<file path="config.mk">
export PLATFORM = sky130hd
export DESIGN_NAME = apb_mem_bridge
export DESIGN_NICKNAME = d
export VERILOG_FILES = /design/src/rtl/apb_mem_bridge.sv
export SDC_FILE = /design/constraint.sdc
export NUM_CORES = 1
export LEC_CHECK = 0
export CORE_MARGIN = 2
export CORE_UTILIZATION = 37
export DETAILED_ROUTE_END_ITERATION = 10
export PLACE_DENSITY_LB_ADDON = 0.05
export SYNTH_ARGS = -nofsm -noshare
export SYNTH_HDL_FRONTEND = slang
export SYNTH_SLANG_ARGS = --single-unit
</file>
<file path="constraint.sdc">
create_clock -name clk -period 3.66 [get_ports clk]
set_clock_uncertainty 0.05 [all_clocks]
set_input_delay 0.915 -clock clk [delete_from_list [all_inputs] [get_ports clk]]
set_output_delay 0.915 -clock clk [all_outputs]
set_load 0.01 [all_outputs]
</file>
<file path="src/rtl/apb_mem_bridge.sv">
// APB3 slave front-end for the LIN register data memory.
// Turns APB setup/access phases into the memory's write strobe and
// read address. Reads return the memory's registered data after one
// wait state. Misaligned or out-of-range accesses complete with PSLVERR
// and are never forwarded to the memory.
module apb_mem_bridge #(
   parameter int ADDR_W = 12,
   parameter int DEPTH  = 8,
   parameter int DATA_W = 32
) (
   input  logic              clk,
   input  logic              reset,
   input  logic              PSEL,
   input  logic              PENABLE,
   input  logic              PWRITE,
   input  logic [ADDR_W-1:0] PADDR,
   input  logic [DATA_W-1:0] PWDATA,
   output logic [DATA_W-1:0] PRDATA,
   output logic              PREADY,
   output logic              PSLVERR,
   output logic              SWR_en,
   output logic [31:0]       SWR_ADDR,
   output logic [DATA_W-1:0] SWR_data,
   output logic [31:0]       SRD_ADDR,
   input  logic [DATA_W-1:0] SRD_data
);

   typedef enum logic [2:0] {
      IDLE,
      WR,
      RD_WAIT,
      RD_DATA,
      ERR
   } state_t;

   state_t              state_q, state_d;
   logic                swr_en_q, swr_en_d;
   logic [31:0]         swr_addr_q, swr_addr_d;
   logic [DATA_W-1:0]   swr_data_q, swr_data_d;
   logic [31:0]         srd_addr_q, srd_addr_d;
   logic                pready_q, pready_d;
   logic                pslverr_q, pslverr_d;

   logic [31:0]         idx_ext;
   logic                addr_err;
   logic                setup;

   // Address decode: word index zero-extended to 32 bits, error on misalignment or beyond the memory depth.
   always_comb begin
      idx_ext                = '0;
      idx_ext[ADDR_W-3:0]    = PADDR[ADDR_W-1:2];
      addr_err               = (PADDR[1:0] != 2'b00) || (idx_ext >= 32'(DEPTH));
      setup                  = PSEL && !PENABLE;
   end

   // State and registered outputs; reset returns everything to IDLE with all outputs cleared.
   always_ff @(posedge clk) begin
      if (reset) begin
         state_q    <= IDLE;
         swr_en_q   <= 1'b0;
         swr_addr_q <= '0;
         swr_data_q <= '0;
         srd_addr_q <= '0;
         pready_q   <= 1'b0;
         pslverr_q  <= 1'b0;
      end else begin
         state_q    <= state_d;
         swr_en_q   <= swr_en_d;
         swr_addr_q <= swr_addr_d;
         swr_data_q <= swr_data_d;
         srd_addr_q <= srd_addr_d;
         pready_q   <= pready_d;
         pslverr_q  <= pslverr_d;
      end
   end

   // Next-state: a new request is only taken from IDLE; dropping PSEL mid-transfer aborts to IDLE.
   always_comb begin
      state_d = IDLE;
      unique case (state_q)
         IDLE: begin
            if (setup) begin
               if (addr_err) begin
                  state_d = ERR;
               end else if (PWRITE) begin
                  state_d = WR;
               end else begin
                  state_d = RD_WAIT;
               end
            end else begin
               state_d = IDLE;
            end
         end
         RD_WAIT: state_d = PSEL ? RD_DATA : IDLE;
         WR:      state_d = IDLE;
         RD_DATA: state_d = IDLE;
         ERR:     state_d = IDLE;
         default: state_d = IDLE;
      endcase
   end

   // Output next values: strobes/handshake default low, memory address/data hold between transfers.
   always_comb begin
      swr_en_d   = 1'b0;
      pready_d   = 1'b0;
      pslverr_d  = 1'b0;
      swr_addr_d = swr_addr_q;
      swr_data_d = swr_data_q;
      srd_addr_d = srd_addr_q;
      unique case (state_q)
         IDLE: begin
            if (setup) begin
               if (addr_err) begin
                  pready_d  = 1'b1;
                  pslverr_d = 1'b1;
               end else if (PWRITE) begin
                  swr_en_d   = 1'b1;
                  swr_addr_d = idx_ext;
                  swr_data_d = PWDATA;
                  pready_d   = 1'b1;
               end else begin
                  srd_addr_d = idx_ext;
               end
            end
         end
         RD_WAIT: pready_d = PSEL;
         default: begin
            pready_d = 1'b0;
         end
      endcase
   end

   // Read data is only presented while the memory's registered output is valid.
   always_comb begin
      PRDATA = (state_q == RD_DATA) ? SRD_data : '0;
   end

   assign SWR_en   = swr_en_q;
   assign SWR_ADDR = swr_addr_q;
   assign SWR_data = swr_data_q;
   assign SRD_ADDR = srd_addr_q;
   assign PREADY   = pready_q;
   assign PSLVERR  = pslverr_q;

endmodule

</file>
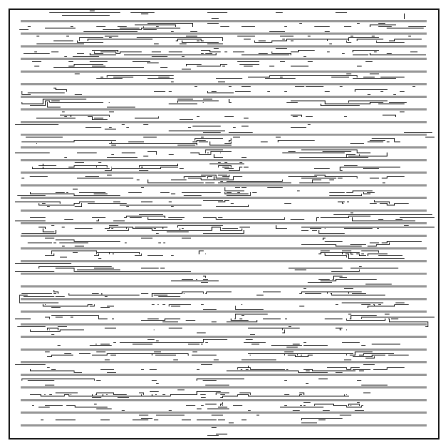
Fig. 1. The metal 1 layer.
Supply wires on this layer in gray.
- longest straight run: 28.5 um
- wire length on this layer: 2980 um
- share of all routed wire: 42%
aggregate routed wire length: 7050 um
met1 Track Usage GR: 0.190
total number of vias: 2339

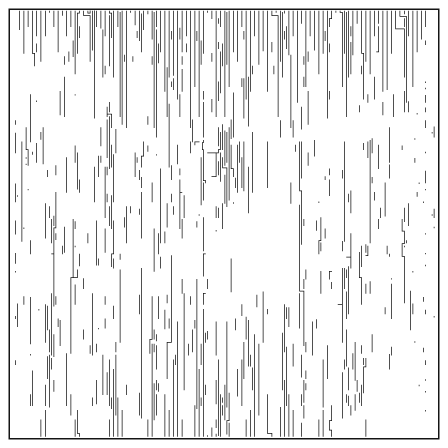
Fig. 2. M2 wires.
- nets with wire on the layer: 462
- main direction: vertical
- wire length on this layer: 3360 um
- share of all routed wire: 48%
- longest straight run: 32.3 um
grt met2 use: 0.257

==> results.cfg <==
; implementation run metrics
[power]
total_power_w = 0.00129
combPwrFrac = 0.115
netSwitchingFraction = 0.234
power_switching_w = 0.000302
top_power_group = registers
p_clk_frac = 0.394
p_leak_nw = 1.75
power_frac_seq = 0.491

[worst_setup_path]
start_kind = flip-flop
crit_end = PRDATA[9]
crit_path_max_incr_delay_ps = 540
reg2reg_depth = 5
path_cells = nand2_1, nor2_1, buf_4, and2_1, clkdlybuf4s50_1
crit_buf_inv = 2
cp.required_ps = 2690
arrival_ps = 2270
criticalPathCategory = reg2out
cpLargestDelayFamily = buffers and inverters

[final_timing]
slew_violations = 0
worstMarginPinSlew_ps = 1040
hold_ws_ps = 408
hold_viol_final = 0
max_clock_freq_ghz = 0.309
finalSetupViolations = 0
fin_setup_tns_ps = 0
fin_crit_ps = 3240

[placed_design]
dp_worst_setup_slack_ps = 529
post-dp-hpwl_um = 5330

[die]
pin_count = 212
die_w_um = 92.1
core_area_um2 = 7610
fp_util = 0.378

[logic_synthesis]
synth.area.mux_share = 0.132
simple_gate_share = 0.298
synth_top_cell_by_area = dfxtp_1
synth_warnings = 0
post-synth-top-count-cell = nand2b_1
synthArstFlopShare = 0
synth_top_area_share = 0.404
synthesis.area_um2 = 2870
fa_ha_area_frac = 0
common_cells = 74 x nand2b_1, 58 x dfxtp_1, 47 x buf_4, 39 x and2_1, 38 x mux2i_1
ys.flops = 58
syn_area_per_cell_um2 = 9.64
synthAoiAreaFrac = 0.0104

[drt]
drt_iter0_drc = 70
route.detailed.drc = 0
via_per_inst = 4.11
wl_per_cell_um = 12.4
met3_length_um = 605
first_pass_iters = 4

[layout]
comb-cell-share = 0.311
clock_cell_area_share = 0.0372
finish.net_count = 543
lay_top_cells = 166 x clkdlybuf4s50_1, 74 x nand2b_1, 58 x dfxtp_1
clock_buffers = 11
comb_cells = 221
final_cell_count_no_fill = 569
fin_area_um2 = 4610
inv_count = 1
register_area_um2 = 1160

[clock_tree]
post-cts-setup-buffers = 0
cts_resized = 0
clockBufferDepth = 2
clkTransAtPathRegs_ps = 70

[global_route]
grt_most_used_layer = met2
grt_max_degree = 86
first_global_vias = 2262
grt_use_total = 0.161

[worst_hold_path]
worstHoldStart = SRD_ADDR[4]
worstHoldEndpoint = SRD_ADDR[4]
hp-class = reg2reg
min_path_cells = 1

[status]
run_status = completed
